**src/rtl/icache_fetch_if.sv**
```systemverilog
// Fetch-side bundle of the instruction cache: pipeline PC/instruction path plus the refill read port.
// The cache uses the slave view; the pipeline and memory together use the master view.
interface icache_fetch_if;
  logic [31:0] pcF;
  logic [31:0] instrF;
  logic        istall;
  logic        inval;
  logic        mem_req;
  logic [31:0] mem_addr;
  logic        mem_ack;
  logic [31:0] mem_rdata;

  modport slave (
    input  pcF, inval, mem_ack, mem_rdata,
    output instrF, istall, mem_req, mem_addr
  );

  modport master (
    output pcF, inval, mem_ack, mem_rdata,
    input  instrF, istall, mem_req, mem_addr
  );
endinterface

```
**src/rtl/icache_fetch.sv**
```systemverilog
// Direct-mapped instruction cache with zero-latency hits and a blocking one-word-per-ack line refill.
// state  | meaning
// S_IDLE | serving hits, detecting misses;  S_FILL | refilling the latched line, one word per mem_ack
module icache_fetch #(
  parameter int NSETS     = 8,
  parameter int LINEWORDS = 4
) (
  input logic           clk,
  input logic           reset,
  icache_fetch_if.slave bus
);
  localparam int OW = $clog2(LINEWORDS);
  localparam int IW = $clog2(NSETS);
  localparam int LW = 30 - OW;
  localparam int TW = LW - IW;
  localparam logic [0:0]    S_IDLE    = 1'b0;
  localparam logic [0:0]    S_FILL    = 1'b1;
  localparam logic [OW-1:0] LAST_WORD = OW'(LINEWORDS - 1);

  logic [0:0]       state_q, state_d;
  logic [OW-1:0]    cnt_q, cnt_d;
  logic [LW-1:0]    line_q, line_d;
  logic [NSETS-1:0] valid_q, valid_d;
  logic [TW-1:0]    tag_q  [NSETS];
  logic [31:0]      data_q [NSETS][LINEWORDS];

  logic [OW-1:0] pc_off;
  logic [IW-1:0] pc_idx;
  logic [TW-1:0] pc_tag;
  logic [IW-1:0] fill_idx;
  logic [TW-1:0] fill_tag;
  logic          hit;
  logic          fill_ack;
  logic          fill_last;
  logic          unused_pc_lsb;

  assign pc_off        = bus.pcF[OW+1:2];
  assign pc_idx        = bus.pcF[OW+IW+1:OW+2];
  assign pc_tag        = bus.pcF[31:OW+IW+2];
  assign unused_pc_lsb = ^bus.pcF[1:0];
  assign fill_idx      = line_q[IW-1:0];
  assign fill_tag      = line_q[LW-1:IW];
  assign fill_ack      = (state_q == S_FILL) && bus.mem_ack;
  assign fill_last     = fill_ack && (cnt_q == LAST_WORD);

  assign hit          = (state_q == S_IDLE) && valid_q[pc_idx] && (tag_q[pc_idx] == pc_tag);
  assign bus.instrF   = hit ? data_q[pc_idx][pc_off] : 32'h0000_0000;
  assign bus.istall   = ~hit;
  assign bus.mem_req  = (state_q == S_FILL);
  assign bus.mem_addr = (state_q == S_FILL) ? {line_q, cnt_q, 2'b00} : 32'h0000_0000;

  always_comb begin
    state_d = state_q;
    cnt_d   = cnt_q;
    line_d  = line_q;
    valid_d = valid_q;
    case (state_q)
      S_IDLE: begin
        if (!bus.inval && !hit) begin
          // the old occupant is dropped up front so a half-written line can never look valid
          line_d          = bus.pcF[31:OW+2];
          cnt_d           = '0;
          valid_d[pc_idx] = 1'b0;
          state_d         = S_FILL;
        end
      end
      S_FILL: begin
        if (fill_ack) begin
          cnt_d = cnt_q + 1'b1;
          if (fill_last) begin
            valid_d[fill_idx] = 1'b1;
            state_d           = S_IDLE;
          end
        end
      end
      default: state_d = S_IDLE;
    endcase
    if (bus.inval) valid_d = '0;
  end

  always_ff @(posedge clk or negedge reset) begin
    if (!reset) begin
      state_q <= S_IDLE;
      cnt_q   <= '0;
      line_q  <= '0;
      valid_q <= '0;
    end else begin
      state_q <= state_d;
      cnt_q   <= cnt_d;
      line_q  <= line_d;
      valid_q <= valid_d;
    end
  end

  always_ff @(posedge clk) begin
    if (fill_ack) begin
      data_q[fill_idx][cnt_q] <= bus.mem_rdata;
      if (fill_last) tag_q[fill_idx] <= fill_tag;
    end
  end
endmodule
```
**src/flat_wrapper.sv**
```systemverilog
// flat-port wrapper written by rule: the top's interface ports become plain ports
module icache_fetch_flat 
#(
  parameter int NSETS     = 8,
  parameter int LINEWORDS = 4
)
  (clk, reset, bus_pcF, bus_inval, bus_mem_ack, bus_mem_rdata, bus_instrF, bus_istall, bus_mem_req, bus_mem_addr);
  icache_fetch_if bus_i ();
  input logic clk;
  input logic reset;
  input wire logic [$bits(bus_i.pcF)-1:0] bus_pcF;
  input wire logic [$bits(bus_i.inval)-1:0] bus_inval;
  input wire logic [$bits(bus_i.mem_ack)-1:0] bus_mem_ack;
  input wire logic [$bits(bus_i.mem_rdata)-1:0] bus_mem_rdata;
  output wire logic [$bits(bus_i.instrF)-1:0] bus_instrF;
  output wire logic [$bits(bus_i.istall)-1:0] bus_istall;
  output wire logic [$bits(bus_i.mem_req)-1:0] bus_mem_req;
  output wire logic [$bits(bus_i.mem_addr)-1:0] bus_mem_addr;
  assign bus_i.pcF = bus_pcF;
  assign bus_i.inval = bus_inval;
  assign bus_i.mem_ack = bus_mem_ack;
  assign bus_i.mem_rdata = bus_mem_rdata;
  assign bus_instrF = bus_i.instrF;
  assign bus_istall = bus_i.istall;
  assign bus_mem_req = bus_i.mem_req;
  assign bus_mem_addr = bus_i.mem_addr;
  icache_fetch #(.NSETS(NSETS), .LINEWORDS(LINEWORDS)) u_core (.clk(clk), .reset(reset), .bus(bus_i));
endmodule
```
**config.mk**
```make
export PLATFORM = sky130hd
export DESIGN_NAME = icache_fetch_flat
export DESIGN_NICKNAME = d
export VERILOG_FILES = /design/src/rtl/icache_fetch_if.sv /design/src/rtl/icache_fetch.sv /design/src/flat_wrapper.sv
export SDC_FILE = /design/constraint.sdc
export NUM_CORES = 1
export LEC_CHECK = 0
export CORE_ASPECT_RATIO = 1.25
export CORE_UTILIZATION = 33
export DETAILED_ROUTE_END_ITERATION = 16
export PLACE_DENSITY = 0.59
export SETUP_SLACK_MARGIN = 0.3
export SYNTH_ARGS = -nofsm -noshare
export SYNTH_HDL_FRONTEND = slang
export SYNTH_SLANG_ARGS = --single-unit
export TNS_END_PERCENT = 5
```
**constraint.sdc**
```tcl
create_clock -name clk -period 4.6 [get_ports clk]
set_clock_uncertainty 0.15 [all_clocks]
set_input_delay 0.46 -clock clk [delete_from_list [all_inputs] [get_ports clk]]
set_output_delay 0.46 -clock clk [all_outputs]
set_load 0.05 [all_outputs]
```
==> run_1/wires.png <==
Scale: 1 px per um.
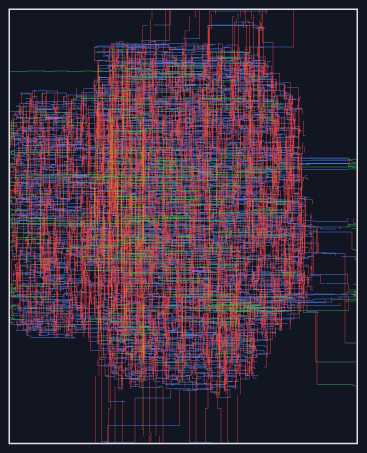
color	layer	wire length
orange	metal 4	3950 um
blue	metal 1	60.2 mm
purple	metal 5	46.9 um
green	metal 3	11000 um
red	metal 2	70.0 mm

==> run_1/clocks.png <==
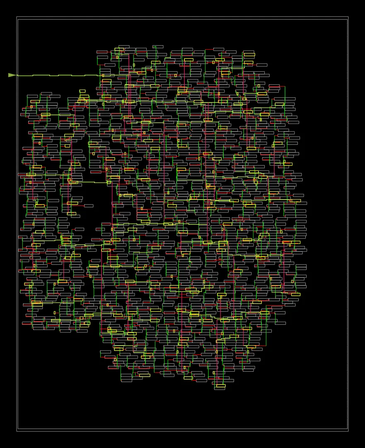
Clock Buffer Count: 177
clk ins delay skew pair: 0.76 ns
CTS buffer count: 130
TritonCTS Sinks: 1263

==> results.json, run 1 <==
{
  "drv_slew": 0,
  "cpPeakStageDelay_ns": 0.45,
  "die_h_um": 433,
  "die_x_um": 347,
  "maxCapViolations": 0,
  "postSynthAreaPerCell_sq_um": 17.2,
  "yosys_warnings": 0,
  "top_logic_kind": "AND-OR/OR-AND gates",
  "grt_antenna_before_repair": 9,
  "drt_iter0_drc": 3269,
  "worst_r2r_path_depth": 4,
  "nNetsFinal": 3173,
  "status": "complete, no violations",
  "drc": 0,
  "ys_sh_adder": 0.00102,
  "timing.rr.start": "u_core.bus.mem_req",
  "drt_wl_total_um": 145000,
  "h-tree-depth": 4,
  "grt_first_pass_wirelength_um": 206000,
  "hpwl_um": 78500,
  "min_period_ns": 4.49,
  "reg2reg_slack_ns": 1.16,
  "cp_num_buf_inv": 4,
  "ys_sh_xor": 0.00215,
  "final_cell_area_sq_mm": 0.0584,
  "postSynthSeqShare": 0.771,
  "ys.flop_type": "edfxtp_1",
  "criticalPathCategory": "register to output port",
  "hold_path_class": "input pin to register",
  "vdd_drop_max_v": 0.000544,
  "tightest_slew_ns": 1.19,
  "place_area_sq_mm": 0.0541,
  "rows": 157,
  "r2r_end": "u_core.data_q[4][52]",
  "largest_area_cell": "edfxtp_1",
  "num_antenna_cells": 0,
  "switching_power_w": 0.00721,
  "netlist_area_sq_mm": 0.0490,
  "swShare": 0.260,
  "async_reset_ff_frac": 0.0309,
  "startpoint_type": "register",
  "die_area_sq_mm": 0.150,
  "leakagePower_nw": 18.6,
  "hold_viol": 0,
  "ys_chip_area_sq_mm": 0.0490,
  "lay_top_cells": "edfxtp_1 (1224), o22ai_1 (191), nor2_1 (168)",
  "gp_congestion": 0.774,
  "edf_count": 1224,
  "crit_arrival_ns": 3.88,
  "ys_sh_simple": 0.0387,
  "warnings": 35,
  "path_max_fanout": 9,
  "grt_pass1_vias": 28600,
  "cts-root-buf": "clkbuf_16",
  "clockBufferDepth": 3,
  "ys_sh_aoi": 0.0867,
  "drive_gt1_frac": 0.213,
  "gr-total-overflow": 0,
  "ant_nets": 0,
  "ys.flops": 1263,
  "top_cell_area_share": 0.751,
  "mostFrequentLayoutCell": "edfxtp_1",
  "synth_cell_types": 64,
  "initCoreUtil": 0.333,
  "min_to": "u_core.line_q[2]",
  "fin_util": 0.398,
  "tns_ns": 0,
  "ios": 134,
  "crit_path_top_delay_cell": "mux4_2",
  "syn_inst": 2850,
  "worst_path_most_repeated_cell": "buf_12",
  "wire_per_inst_um": 28.4,
  "grt_setup_unrepaired": "yes",
  "numPortBuffers": 129,
  "p_int_w": 0.0205,
  "holdPathStages": 3,
  "critical_path.cell_chain": "mux4_2 -> and2_1 -> or3_1 -> a21oi_2 -> nand4_1 -> nor4_4 -> inv_2 -> buf_12 -> buf_12 -> a311oi_4 -> buf_12"
}
==> run_1/flops_by_reg.png <==
Scale: 1 px per um. Other sequential cells in the stronger gray, the rest of the logic in the fainter gray.
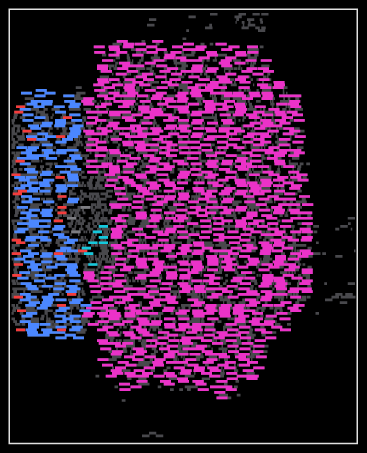
color	signal	sequential cells
red	`u_core.line_q`	28
blue	`u_core.tag_q`	200
cyan	`u_core.valid_q`	8
magenta	`u_core.data_q`	1024

## run 1: kinds of logic (layout without fill, tap and decap cells)
group / Yosys count / count (layout)
buffers and inverters: 199 / 550
flip-flops: 1263 / 1263
adder cells (fa/ha/maj): 4 / 4
AND/OR/NAND/NOR: 412 / 412
AND-OR/OR-AND: 645 / 645
XOR/XNOR: 12 / 12
multiplexers: 314 / 314
other: 1 / 2
## run 1: state kept, by name, summed over array words and instances (netlist names)
signal	count
u_core.valid_q	8
u_core.bus.mem_req	1
u_core.cnt_q	2
u_core.tag_q	200
u_core.data_q	1024
u_core.line_q	28
## run 1: per-stage QoR
step                      hold WS, ns  setup slack, ns  power [W]  std cells
after floorplan                0.0144          -0.0315     0.0161       2851
after global placement          0.428           0.0789     0.0177       4875
after detailed placement        0.430           0.0568     0.0178       4875
after CTS                       0.131           0.0558     0.0279       5110
after global routing            0.168        -0.000821     0.0285       5110
final                           0.155            0.113     0.0278       5110
## run 1: layout make-up
cell class	instances	area [sq um]
fill	13300	88500
sequential	1263	37700
multi-input combinational	1389	10900
clock buffer	177	3530
timing repair buffer	307	3330
tap	1908	2390
clock inverter	56	539
inverter	10	38.8
## run 1: worst max-delay path by stage
stage / startpoint / endpoint / slack (ns) / cells past startpoint
6_report: u_core.tag_q[4][10] / bus_instrF[26] / 0.11 / 11
5_1_grt: u_core.tag_q[6][0] / bus_instrF[26] / -0.0008 / 11
4_1_cts: u_core.tag_q[5][9] / bus_instrF[10] / 0.06 / 12
3_5_place_dp: bus_pcF[4] / bus_instrF[6] / 0.06 / 12
3_3_place_gp: bus_pcF[4] / bus_instrF[6] / 0.08 / 12
2_1_floorplan: bus_pcF[4] / bus_instrF[10] / -0.03 / 12
## run 1: layer usage
layer  GRT usage  up-vias  part of all wire
met3      0.0350      222             0.076
met1       0.254    14900              0.41
met5           0        -           0.00032
met4      0.0581        8             0.027
li1            -    12000                 -
met2       0.317     1209              0.48
## run 1: tightest hold or removal path, delay by kind of cell
kind / cells / cell delay, ns
mux: 1 / 0.18
buf+inv: 2 / 0.36
## run 1: power groups by stage
stage	Combinational, W	Clock (W)	Sequential (W)
floorplan	0.00203	0	0.0141
global placement	0.00351	0	0.0142
detailed placement	0.00353	0	0.0142
CTS	0.00355	0.0103	0.0140
global route	0.00372	0.0107	0.0141
finish	0.00354	0.0102	0.0140
## run 1: Yosys cell counts (8+ instances only)
master     number
nor3_1         19
mux4_2         55
mux2_2        148
a211oi_1       46
nand2_1        71
inv_1           9
buf_1          25
a21oi_1       107
or3_1          12
a221oi_1       22
buf_2          36
mux2i_1       102
o211ai_1       15
nor4_1         19
and2_1         31
nand3_1        12
nor2_1        202
o21ai_0       125
a311oi_1       17
mux2_4          9
a211o_1         9
o2111ai_1       9
nand4_1         8
o221ai_1       55
nor2b_1        14
o22ai_1       191
clkbuf_1      115
dfrtp_1        39
o221a_2        10
buf_6           9
edfxtp_1     1224
## run 1: what timing repair did
item | 4_1_cts | 5_1_grt
hold endpoints to repair | 39 | 0
buffers inserted | 1 | 0
endpoints found under the setup margin | 33 | 31
gates resized | 10 | 21
hold buffers | 1 | 0
pin swaps | 4 | 5
==> run_1/io_fan.png <==
Scale: 1 px per um.
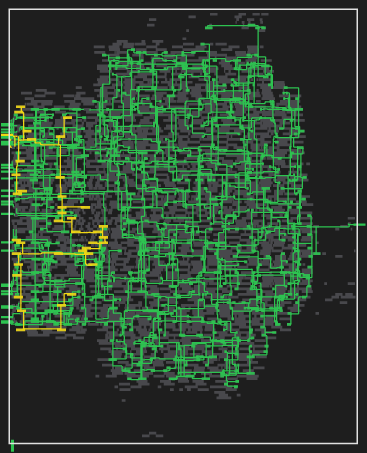

==> inputs of run 2 (changes only) <==
==> constraint.sdc (replaced) <==
create_clock -name clk -period 5.4 [get_ports clk]
set_clock_uncertainty 0.15 [all_clocks]
set_input_delay 0.54 -clock clk [delete_from_list [all_inputs] [get_ports clk]]
set_output_delay 0.54 -clock clk [all_outputs]
set_load 0.05 [all_outputs]
==> run_2/io_fan.png <==
Scale: 1 px per um.
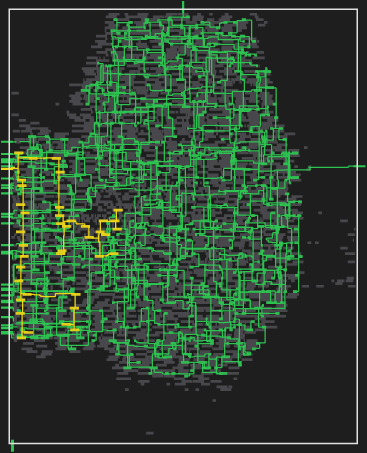
color	port	direction	edge	end cells	buffers	wire
green	`bus_pcF`	input	28 left, 2 bottom, 1 top, 1 right	877	55	18400 um
yellow	`reset`	input	left	39	2	580 um

==> run_2/wires.png <==
Scale: 1 px per um.
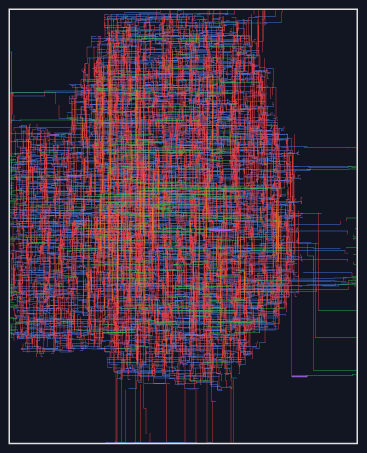
color	layer	wire length
orange	metal 4	4310 um
purple	metal 5	56.1 um
green	metal 3	10500 um
blue	metal 1	57.1 mm
red	metal 2	69.0 mm

==> results.json, run 2 <==
{
  "status": "complete, no violations",
  "regArea_sq_mm": 0.0377,
  "maxCapViolations": 0,
  "drv_slew": 0,
  "startpoint_type": "input pin",
  "min_to": "u_core.line_q[2]",
  "nNetsFinal": 3117,
  "largest_register": "u_core.data_q",
  "tritoncts": "yes",
  "grt_use_met2": 0.310,
  "yosys_warnings": 0,
  "synth_cell_types": 64,
  "tns_ns": 0,
  "holdPathStages": 2,
  "warnings": 34,
  "cts_sinks": 1263,
  "whs_ns": 0.196,
  "hold_viol": 0,
  "ys.flops": 1263,
  "grt_max_degree": 88,
  "post_cts_buffers": 0,
  "lay_top_cells": "edfxtp_1 (1224), o22ai_1 (191), nor2_1 (170)",
  "leakagePower_nw": 18.1,
  "fillerInstances": 13300,
  "die_area_sq_mm": 0.150,
  "crit_arrival_ns": 4.44,
  "reg2reg_slack_ns": 1.60,
  "largest_area_cell": "edfxtp_1",
  "fin_util": 0.390,
  "rows": 157,
  "top_cell_area_share": 0.751,
  "firstDrtPassIters": 7,
  "postSynthSeqShare": 0.771,
  "drc": 0,
  "h-tree-depth": 3,
  "grt_first_pass_wirelength_um": 200000,
  "reg.largest.list": "u_core.data_q: 1024 flops, u_core.tag_q: 200 flops, u_core.line_q: 28 flops",
  "path_max_fanout": 51,
  "use_met3": 0.0328,
  "hold_start": "bus_pcF[6]",
  "vias": 28100,
  "topCellsByArea": "edfxtp_1 (75%), mux2_2 (3.4%), mux4_2 (2.5%)",
  "clk_pin_slew_ns": 0.07,
  "ios": 134,
  "r2r_end": "u_core.data_q[2][87]",
  "final-comb-area_sq_mm": 0.0106,
  "edf_count": 1224,
  "grt_antenna_before_repair": 5,
  "ant_nets": 0,
  "wire_per_inst_um": 27.9,
  "criticalPathCategory": "input pin to output port",
  "endpoint_kind": "output port",
  "drive_gt1_frac": 0.196,
  "relSlewSlack": 0.190,
  "timing.rr.start": "u_core.bus.mem_req",
  "crit_required_ns": 4.71,
  "vias_per_cell": 5.56,
  "core_area_sq_mm": 0.147,
  "hpwl_um": 77900,
  "area_growth_syn_to_layout_pct": 17.2,
  "min_period_ns": 5.13,
  "gp_congestion": 0.781,
  "p_total_w": 0.0231,
  "largest_reg_flops": 1024,
  "ys_chip_area_sq_mm": 0.0490,
  "ys_cells": 2850,
  "die_h_um": 433,
  "postSynthAreaPerCell_sq_um": 17.2,
  "vdd_drop_max_v": 0.000360,
  "hold_path_class": "input pin to register",
  "grt_util_all_layers": 0.185,
  "powerDensity_mw_per_mm2": 402,
  "drt_wl_total_um": 141000,
  "finalCritPeriodShare": 0.949,
  "timing.fmax_mhz": 195,
  "clockBufferDepth": 3,
  "num_antenna_cells": 0,
  "mostFrequentLayoutCell": "edfxtp_1",
  "use_met1": 0.240,
  "grt_pass1_vias": 27900,
  "worst_r2r_path_depth": 4,
  "gr-total-overflow": 0,
  "grt.busiest_layer": "met2",
  "numPortBuffers": 129,
  "setup_viol": 0,
  "cts-root-buf": "clkbuf_16",
  "tightest_slew_ns": 1.21,
  "synth.most_common_cell": "edfxtp_1",
  "async_reset_ff_frac": 0.0309,
  "ys.flop_type": "edfxtp_1",
  "drt_iter0_drc": 2624,
  "grt_setup_unrepaired": "yes",
  "netlist_area_sq_mm": 0.0490,
  "initCoreUtil": 0.333,
  "die_x_um": 347,
  "syn_inst": 2850,
  "top_cells_by_count": "edfxtp_1 (1224), nor2_1 (202), o22ai_1 (191)"
}
==> run_2/clocks.png <==
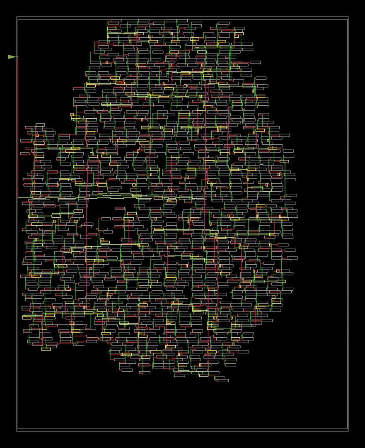
Clock Power: 0.00822 W
Clock Buffer Count: 140
CTS buffer count: 117
Seq Cell Count: 1263
clk ins delay skew pair: 0.74 ns

run 2: where the power goes:
part | leakage (nW) | total (W) | switching [W] | internal (W)
sequential | 11.5 | 0.0119 | 0.000382 | 0.0116
combinational | 4.78 | 0.00294 | 0.00201 | 0.000923
clock | 1.85 | 0.00822 | 0.00364 | 0.00458
run 2: per-layer routing:
metal,vias up,routed length (um)
met2,1234,69000
li1,11900,-
met1,14700,57100
met3,240,10500
met4,8,4310
met5,-,56
run 2: worst max-delay path: stages:
cell       delay, ns
buf_8           0.38
buf_4           0.34
and2_1          0.30
a221oi_1        0.15
o22ai_1         0.27
o2111ai_1       0.15
or4_4           0.45
nor4_4          0.31
inv_2           0.28
buf_4           0.26
buf_4           0.18
nor3_2          0.40
buf_4           0.20
buf_12          0.12
run 2: stage by stage:
stage                     setup WS, ns  area (sq um)  std cells
after detailed placement        0.0140         53500       4833
final                            0.274         57400       5053
after global placement          0.0626         53500       4833
after floorplan                  0.412         49000       2851
after CTS                        0.243         57400       5053
after global routing            0.0614         57400       5053
run 2: how the worst max path moves through the flow:
stage | cells past startpoint | slack [ns] | endpoint | startpoint
floorplan | 13 | 0.41 | bus_instrF[17] | bus_pcF[4]
global placement | 14 | 0.06 | bus_instrF[15] | bus_pcF[4]
detailed placement | 14 | 0.01 | bus_instrF[15] | bus_pcF[4]
global route | 13 | 0.06 | bus_instrF[18] | bus_pcF[4]
finish | 14 | 0.27 | bus_instrF[15] | bus_pcF[4]
CTS | 13 | 0.24 | bus_instrF[18] | bus_pcF[4]
run 2: timing repair:
action	in CTS	in global routing
resized	2	1
hold buffers	1	0
endpoints found under the hold margin	39	0
endpoints found under the setup margin	6	18
run 2: layout make-up:
type | instances | share of cell area
clock inverters | 79 | 0.0129
repair buffers | 264 | 0.0482
well taps | 1908 | 0.0416
inverters | 10 | 0.000676
flip-flops and latches | 1263 | 0.658
multi-input cells | 1389 | 0.186
clock buffers | 140 | 0.0534
run 2: cells by family (layout without fill, tap and decap cells):
kind of cell / after synthesis / after routing / share of synthesized area
AND/OR/NAND/NOR: 412 / 412 / 0.0387
flip-flops: 1263 / 1263 / 0.771
buffers and inverters: 199 / 493 / 0.0179
AND-OR/OR-AND: 645 / 645 / 0.0867
multiplexers: 314 / 314 / 0.0829
adder cells (fa/ha/maj): 4 / 4 / 0.00102
other: 1 / 2 / 0.0000766
XOR/XNOR: 12 / 12 / 0.00215
==> run_2/flops_by_reg.png <==
Scale: 1 px per um. Other sequential cells in the stronger gray, the rest of the logic in the fainter gray.
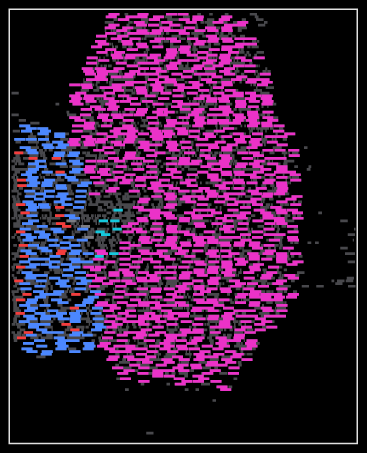

==> inputs of run 3 (changes only) <==
--- a/config.mk
+++ b/config.mk
@@ -5,6 +5,8 @@
 export SDC_FILE = /design/constraint.sdc
 export NUM_CORES = 1
 export LEC_CHECK = 0
+export ABC_AREA = 1
+export ABC_CLOCK_PERIOD_IN_PS = 5400
 export CORE_ASPECT_RATIO = 1.25
 export CORE_UTILIZATION = 33
 export DETAILED_ROUTE_END_ITERATION = 16
==> run_3/flops_by_reg.png <==
Scale: 1 px per um. Other sequential cells in the stronger gray, the rest of the logic in the fainter gray.
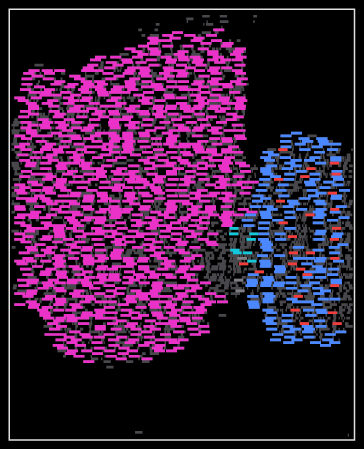
color	signal	sequential cells
red	`u_core.line_q`	28
magenta	`u_core.data_q`	1024
blue	`u_core.tag_q`	200
cyan	`u_core.valid_q`	8
not colored	3

==> run_3/io_fan.png <==
Scale: 1 px per um.
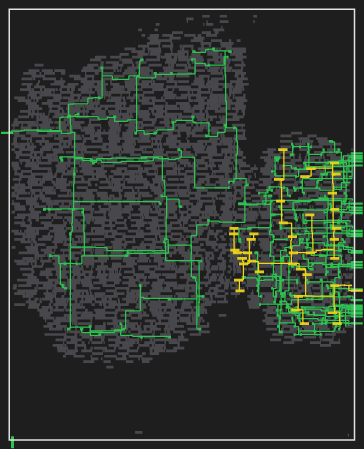
color	port	direction	edge	end cells	buffers	wire
green	`bus_pcF`	input	29 right, 2 bottom, 1 left	286	36	6300 um
yellow	`reset`	input	right	39	3	667 um

==> results.json, run 3 <==
{
  "topCellsByArea": "edfxtp_1 (76%), o22ai_1 (4.1%), nand2_1 (3.2%)",
  "crit_arrival_ns": 4.03,
  "edf_count": 1224,
  "grt_setup_unrepaired": "no",
  "synth_cell_types": 40,
  "seqPwrFrac": 0.504,
  "ys.flop_type": "edfxtp_1",
  "die_area_sq_mm": 0.148,
  "crit_cells": 17,
  "grt_antenna_before_repair": 9,
  "reg.largest.list": "u_core.data_q: 1024 flops, u_core.tag_q: 200 flops, u_core.line_q: 28 flops",
  "largest_area_cell": "edfxtp_1",
  "async_reset_ff_frac": 0.0309,
  "h-tree-depth": 4,
  "crit_path_top_delay_cell": "clkdlybuf4s50_1",
  "crit_end": "bus_instrF[20]",
  "ys_cells": 3337,
  "grt_util_all_layers": 0.186,
  "grt_pass1_vias": 28800,
  "top_cells_by_count": "edfxtp_1 (1224), nand2_1 (417), nor2_1 (365)",
  "rows": 156,
  "endpoint_kind": "output port",
  "drc": 0,
  "tritoncts": "yes",
  "final_cells": 5552,
  "synth.most_common_cell": "edfxtp_1",
  "ios": 134,
  "top_cell_area_share": 0.763,
  "drive_gt1_frac": 0.131,
  "p_int_w": 0.0174,
  "setup_viol": 0,
  "hold_path_class": "input pin to register",
  "hpwl_um": 74600,
  "lay_top_cells": "edfxtp_1 (1224), nand2_1 (409), nor2_1 (333)",
  "cts_inserted_buffers": 133,
  "path_delay_family": "buffers and inverters",
  "relSlewSlack": 0.251,
  "drv_slew": 0,
  "swShare": 0.260,
  "die_x_um": 344,
  "share_comb_of_total_power": 0.107,
  "postSynthAreaPerCell_sq_um": 14.4,
  "largest_register": "u_core.data_q",
  "switching_power_w": 0.00613,
  "crit_required_ns": 4.71,
  "drt_iter0_drc": 3148,
  "cts-root-buf": "clkbuf_16",
  "tns_ns": 0,
  "cpPeakStageDelay_ns": 0.83,
  "clkLatencyLatePin_ns": 0.74,
  "vias_per_cell": 5.36,
  "yosys_warnings": 0,
  "cp_num_buf_inv": 4,
  "whs_ns": 0.262,
  "final_cell_area_sq_mm": 0.0572,
  "netlist_area_sq_mm": 0.0482,
  "gp_congestion": 0.798,
  "firstDrtPassIters": 5,
  "dp.cells": 5307,
  "ant_nets": 0,
  "maxCapViolations": 0,
  "path_max_fanout": 20,
  "hold_viol": 0,
  "fillerInstances": 13400,
  "status": "complete, no violations",
  "clkPwrFrac": 0.389,
  "area_growth_syn_to_layout_pct": 18.8,
  "r2r_end": "u_core.tag_q[3][22]",
  "clk_pin_slew_ns": 0.06,
  "largest_reg_flops": 1024,
  "reg2reg_slack_ns": 2.21,
  "tightest_slew_ns": 1.12,
  "critical_path.cell_chain": "clkdlybuf4s50_1 -> nand2_2 -> nor2_1 -> nand2_1 -> nand2_1 -> nor2_1 -> nand2_1 -> nand2_1 -> nand2_1 -> nor2_1 -> nand4_1 -> nor2_1 -> nand2_2 -> buf_4 -> buf_4 -> nor2_1 -> buf_12",
  "place_area_sq_mm": 0.0528,
  "cts_resized": 0,
  "timing.rr.start": "u_core.bus.mem_req",
  "vdd_drop_max_v": 0.000285,
  "timing.fmax_mhz": 212,
  "postSynthSeqShare": 0.783,
  "wire_per_inst_um": 25.1,
  "nNetsFinal": 3619,
  "ys_chip_area_sq_mm": 0.0482,
  "worst_r2r_path_depth": 5,
  "vias": 29800,
  "leakagePower_nw": 19.2,
  "gr-total-overflow": 0,
  "regArea_sq_mm": 0.0377,
  "cts_sinks": 1263,
  "crit_start": "bus_pcF[5]",
  "criticalPathCategory": "input pin to output port",
  "startpoint_type": "input pin",
  "finalCritPeriodShare": 0.874,
  "initCoreUtil": 0.333,
  "core_area_sq_mm": 0.145,
  "clockBufferDepth": 3,
  "final-comb-area_sq_mm": 0.00934,
  "mostFrequentLayoutCell": "edfxtp_1",
  "powerDensity_mw_per_mm2": 412,
  "die_h_um": 429,
  "ys.flops": 1263,
  "warnings": 32,
  "numPortBuffers": 129,
  "min_period_ns": 4.72,
  "syn_inst": 3337,
  "drt_wl_total_um": 140000,
  "grt_first_pass_wirelength_um": 200000,
  "grt_max_degree": 77
}
==> run_3/wires.png <==
Scale: 1 px per um.
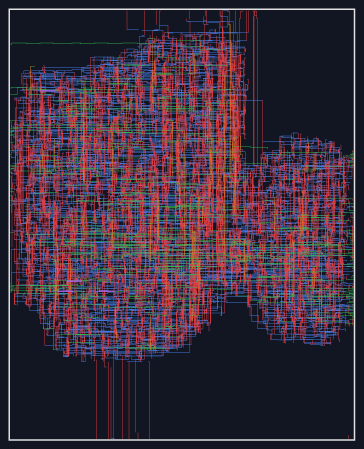
color	layer	wire length
orange	metal 4	3270 um
green	metal 3	11300 um
red	metal 2	65.6 mm
blue	metal 1	59.4 mm
purple	metal 5	55.2 um

## run 3: routing by layer
layer | up-vias | share of wire | track usage
met5 | - | 0.00039 | 0
met3 | 223 | 0.081 | 0.0332
met4 | 8 | 0.023 | 0.0515
met2 | 1313 | 0.47 | 0.297
met1 | 15200 | 0.43 | 0.261
li1 | 13000 | - | -
## run 3: cell families after synthesis
logic type	Yosys count	share of synthesized area
other	1	0.0000778
buffers and inverters	341	0.0297
adder cells (fa/ha/maj)	4	0.00104
AND-OR/OR-AND	637	0.0870
AND/OR/NAND/NOR	1091	0.0992
flip-flops	1263	0.783
## run 3: repair_timing
item,4_1_cts,5_1_grt
hold buffers,1,0
endpoints found under the hold margin,39,0
setup buffers,0,0
## run 3: worst reg2reg max path, stage by stage, from the launching register on
cell and delay (ns):
dfrtp_2 0.60, nand2_1 0.17, inv_1 0.16, nand2_1 0.49, nor2_4 0.76, buf_4 0.50
## run 3: worst min path at each step
| stage | startpoint | endpoint | slack (ns) | cells after the start |
|---|---|---|---|---|
| finish | bus_pcF[17] | u_core.line_q[13] | 0.26 | 3 |
| global route | bus_pcF[10] | u_core.line_q[6] | 0.28 | 3 |
| CTS | bus_pcF[17] | u_core.line_q[13] | 0.22 | 3 |
| detailed placement | u_core.valid_q[1] | u_core.valid_q[1] | 0.34 | 2 |
| global placement | u_core.valid_q[1] | u_core.valid_q[1] | 0.33 | 2 |
| floorplan | reset | u_core.bus.mem_req | 0.09 | 0 |
## run 3: final cells by class
| cell class | count | share of cell area |
|---|---|---|
| tap | 1896 | 0.0414 |
| inverter | 164 | 0.0108 |
| clock buffer | 164 | 0.0617 |
| multi-input combinational | 1734 | 0.163 |
| antenna | 1 | 0.0000437 |
| timing repair buffer | 251 | 0.0489 |
| sequential | 1263 | 0.659 |
| clock inverter | 79 | 0.0149 |
## run 3: power groups by stage
stage	registers, W	clock network [W]	logic [W]
2_1_floorplan	0.0119	0	0.00138
3_3_place_gp	0.0121	0	0.00249
3_5_place_dp	0.0121	0	0.00252
4_1_cts	0.0119	0.00928	0.00253
5_1_grt	0.0119	0.00965	0.00269
6_report	0.0119	0.00917	0.00251
## run 3: per-stage QoR
stage	setup slack, ns	total power (W)	util
2_1_floorplan	1.10	0.0133	-
3_3_place_gp	0.597	0.0145	0.365
3_5_place_dp	0.628	0.0146	0.365
4_1_cts	0.598	0.0237	0.395
5_1_grt	0.370	0.0243	0.395
6_report	0.681	0.0236	0.395
Power and IR drop assume default switching activity.
